===== config.mk =====
export PLATFORM = sky130hd
export DESIGN_NAME = mod_n_cascade_counter
export DESIGN_NICKNAME = d
export VERILOG_FILES = /design/src/rtl/mod_n_cascade_counter.sv
export SDC_FILE = /design/constraint.sdc
export NUM_CORES = 1
export LEC_CHECK = 0
export CORE_UTILIZATION = 52
export DETAILED_ROUTE_END_ITERATION = 8
export PLACE_DENSITY = 0.84
export REMOVE_ABC_BUFFERS = 1
export SETUP_SLACK_MARGIN = 0.3
export SYNTH_ARGS = -nofsm -noshare
export SYNTH_HDL_FRONTEND = slang
export SYNTH_SLANG_ARGS = --single-unit

===== constraint.sdc =====
create_clock -name clk -period 4.5 [get_ports clk]
set_input_delay 0.9 -clock clk [delete_from_list [all_inputs] [get_ports clk]]
set_output_delay 0.9 -clock clk [all_outputs]
set_load 0.01 [all_outputs]

===== src/rtl/mod_n_cascade_counter.sv =====
// Multi-digit modulo-MOD up/down counter with per-digit carry/borrow cascading,
// synchronous clear and clamped parallel load, combinational tc and a registered wrap pulse.
module mod_n_cascade_counter #(
    parameter int unsigned DIGITS  = 2,
    parameter int unsigned MOD     = 10,
    parameter int unsigned DIGIT_W = 4
) (
    input  logic                        clk,
    input  logic                        reset,
    input  logic                        clr,
    input  logic                        load,
    input  logic [DIGITS*DIGIT_W-1:0]   load_val,
    input  logic                        en,
    input  logic                        up_dn,
    output logic [DIGITS*DIGIT_W-1:0]   count,
    output logic                        tc,
    output logic                        wrap
);

    localparam logic [DIGIT_W-1:0] DigMax = DIGIT_W'(MOD - 1);
    // One extra bit so MOD == 2**DIGIT_W is representable for the load clamp.
    localparam logic [DIGIT_W:0]   ModExt = (DIGIT_W + 1)'(MOD);

    logic [DIGIT_W-1:0] digit_q [DIGITS];
    logic [DIGIT_W-1:0] digit_d [DIGITS];
    logic [DIGITS-1:0]  at_max;
    logic [DIGITS-1:0]  at_zero;
    logic [DIGITS-1:0]  step_up;
    logic [DIGITS-1:0]  step_dn;
    logic               all_max;
    logic               all_zero;
    logic               wrap_q;
    logic               wrap_d;

    always_comb begin
        logic               run_up;
        logic               run_dn;
        logic [DIGIT_W-1:0] ld_dig;

        at_max   = '0;
        at_zero  = '0;
        step_up  = '0;
        step_dn  = '0;
        run_up   = 1'b1;
        run_dn   = 1'b1;
        ld_dig   = '0;

        // A digit steps only when every lower digit sits at its end value.
        for (int i = 0; i < int'(DIGITS); i++) begin
            at_max[i]  = (digit_q[i] == DigMax);
            at_zero[i] = (digit_q[i] == '0);
            step_up[i] = run_up;
            step_dn[i] = run_dn;
            run_up     = run_up & at_max[i];
            run_dn     = run_dn & at_zero[i];
        end
        all_max  = run_up;
        all_zero = run_dn;

        tc     = en & (up_dn ? all_max : all_zero);
        wrap_d = tc & ~clr & ~load;

        for (int i = 0; i < int'(DIGITS); i++) begin
            ld_dig     = load_val[i*DIGIT_W +: DIGIT_W];
            digit_d[i] = digit_q[i];
            if (clr) begin
                digit_d[i] = '0;
            end else if (load) begin
                digit_d[i] = ({1'b0, ld_dig} >= ModExt) ? '0 : ld_dig;
            end else if (en && up_dn && step_up[i]) begin
                digit_d[i] = at_max[i] ? '0 : digit_q[i] + DIGIT_W'(1);
            end else if (en && !up_dn && step_dn[i]) begin
                digit_d[i] = at_zero[i] ? DigMax : digit_q[i] - DIGIT_W'(1);
            end
        end
    end

    always_ff @(posedge clk or negedge reset) begin
        if (!reset) begin
            for (int i = 0; i < int'(DIGITS); i++) begin
                digit_q[i] <= '0;
            end
            wrap_q <= 1'b0;
        end else begin
            for (int i = 0; i < int'(DIGITS); i++) begin
                digit_q[i] <= digit_d[i];
            end
            wrap_q <= wrap_d;
        end
    end

    for (genvar g = 0; g < int'(DIGITS); g++) begin : g_pack
        assign count[g*DIGIT_W +: DIGIT_W] = digit_q[g];
    end

    assign wrap = wrap_q;

endmodule


Metal 1:
Drawn at 8 px/µm.
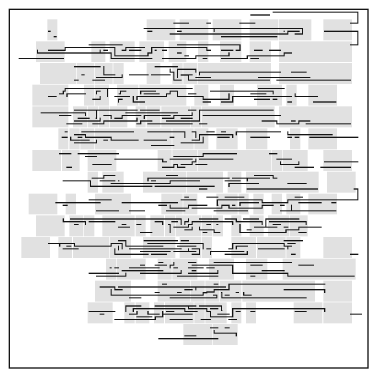
main direction: horizontal
wire length on this layer: 1090 µm
longest straight run: 19.8 µm
nets with wire on the layer: 133
share of all routed wire: 45%
DRT Wirelength: 2420 µm
routed via count: 989
grt met1 use: 35.3%

Met2 routing:
Drawn at 12 px/µm.
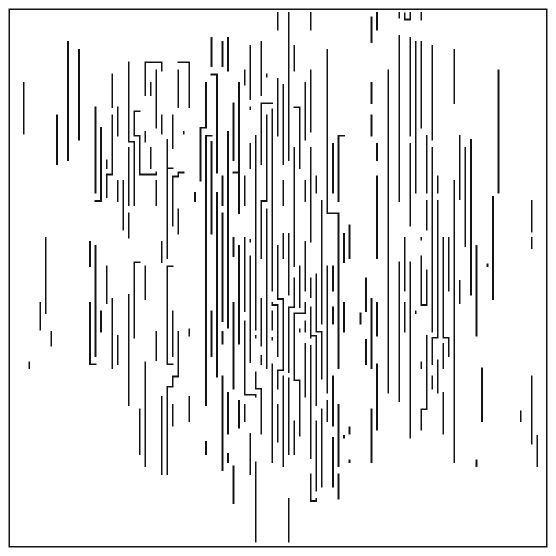
nets with wire on the layer: 133
longest straight run: 26.9 µm
main direction: vertical
grt met2 use: 39.1%

Signal wires on met3:
Drawn at 6 px/µm.
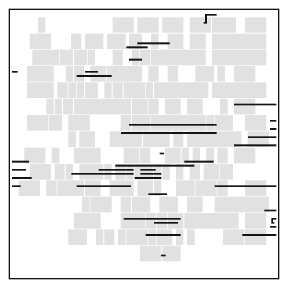
nets with wire on the layer: 34
longest straight run: 15.6 µm
wire length on this layer: 172 µm
main direction: horizontal
share of all routed wire: 7.1%

==> impl_metrics.tcl <==
# flow metrics
set metrics [dict create \
    power.density_mw_per_mm2 216 \
    cts_tree "built" \
    cts-htree-levels 1 \
    cpPeakStageDelay_ns 0.74 \
    yosys-stat-area_um2 946 \
    synthAoiAreaFrac_pct 24.9 \
    setup_viol 0 \
    hold_depth 2 \
    nNonClkBuffers 23 \
    powerSeq_mw 0.100 \
    holdBufCountCts 0 \
    ff_type "dfrtp_1" \
    num-fill-cells 151 \
    n_all_inverters 7 \
    ys_sh_mux_pct 6.08 \
    run_status "finished, final reports clean" \
    syn_to_final_growth_pct 24.6 \
    clkPwrFrac_pct 23.8 \
    postCtsSetupRepairBufs 0 \
    tightest_slew_ns 0.532 \
    openroad.warnings 29 \
    cts_buffers 3 \
    reg2reg_from "count[1]" \
    yosysWarnings 0 \
    ctsResizeCount 0 \
    grt_max_degree 15 \
    hold_viol 0 \
    seq_area_um2 225 \
    clk_pin_slew_worst_paths_ns 0.06 \
    comb_power_share_pct 36.9 \
]
Routing congestion:
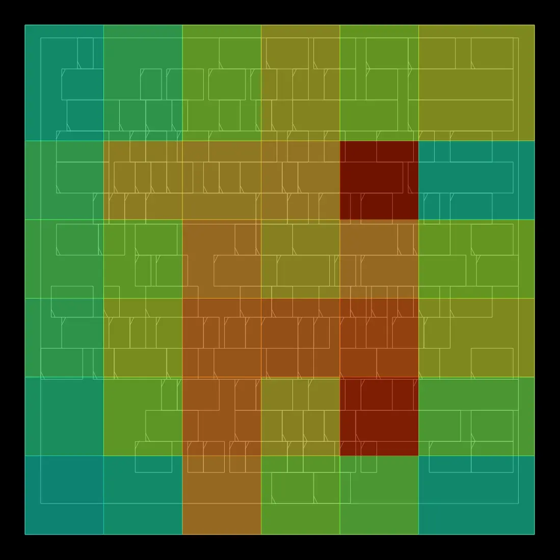
Core Util, Final: 69.0%
GRT Total Usage: 25.5%

Pin placement:
Drawn at 12 px/µm. Pins as bars across the die edge, other pins in grey.
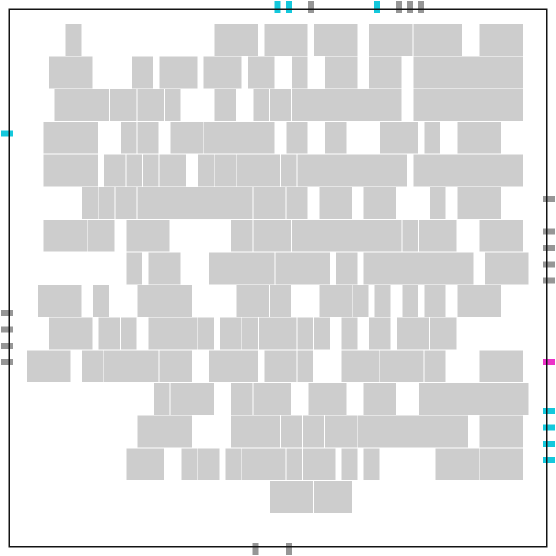
legend:
  magenta:
    port: load
    pins: 1
    direction: input
    edge: east
  cyan:
    port: count
    pins: 8
    direction: output
    edge: 4 east, 3 north, 1 west
die height: 44.7 µm
IO Port Bufs: 23
Die X-Extent: 44.7 µm

registers in the layout, summed over array words and instances, names as in the netlist:
signal / flops
count: 8
wrap: 1
routing by layer:
| metal | wire (µm) | GRT usage [%] | vias to the layer above |
|---|---|---|---|
| met2 | 1140 | 39.1 | 60 |
| met4 | 17 | 12.1 | 0 |
| met1 | 1090 | 35.3 | 457 |
| met5 | 0 | 0 | - |
| met3 | 171 | 3.27 | 2 |
| li1 | - | - | 470 |
worst min-delay path, delay by kind of cell, from the launching register on:
family | cells | cell delay (ns)
flops | 1 | 0.46
simple gates | 1 | 0.09
compound gates | 1 | 0.06
cell families (layout without fill, tap and decap cells):
group,after synthesis,after routing
and+or+nand+nor,48,48
AOI/OAI and AO/OA,34,34
buffers and inverters,13,34
DFF,9,9
adders and majority gates,6,6
muxes,4,4
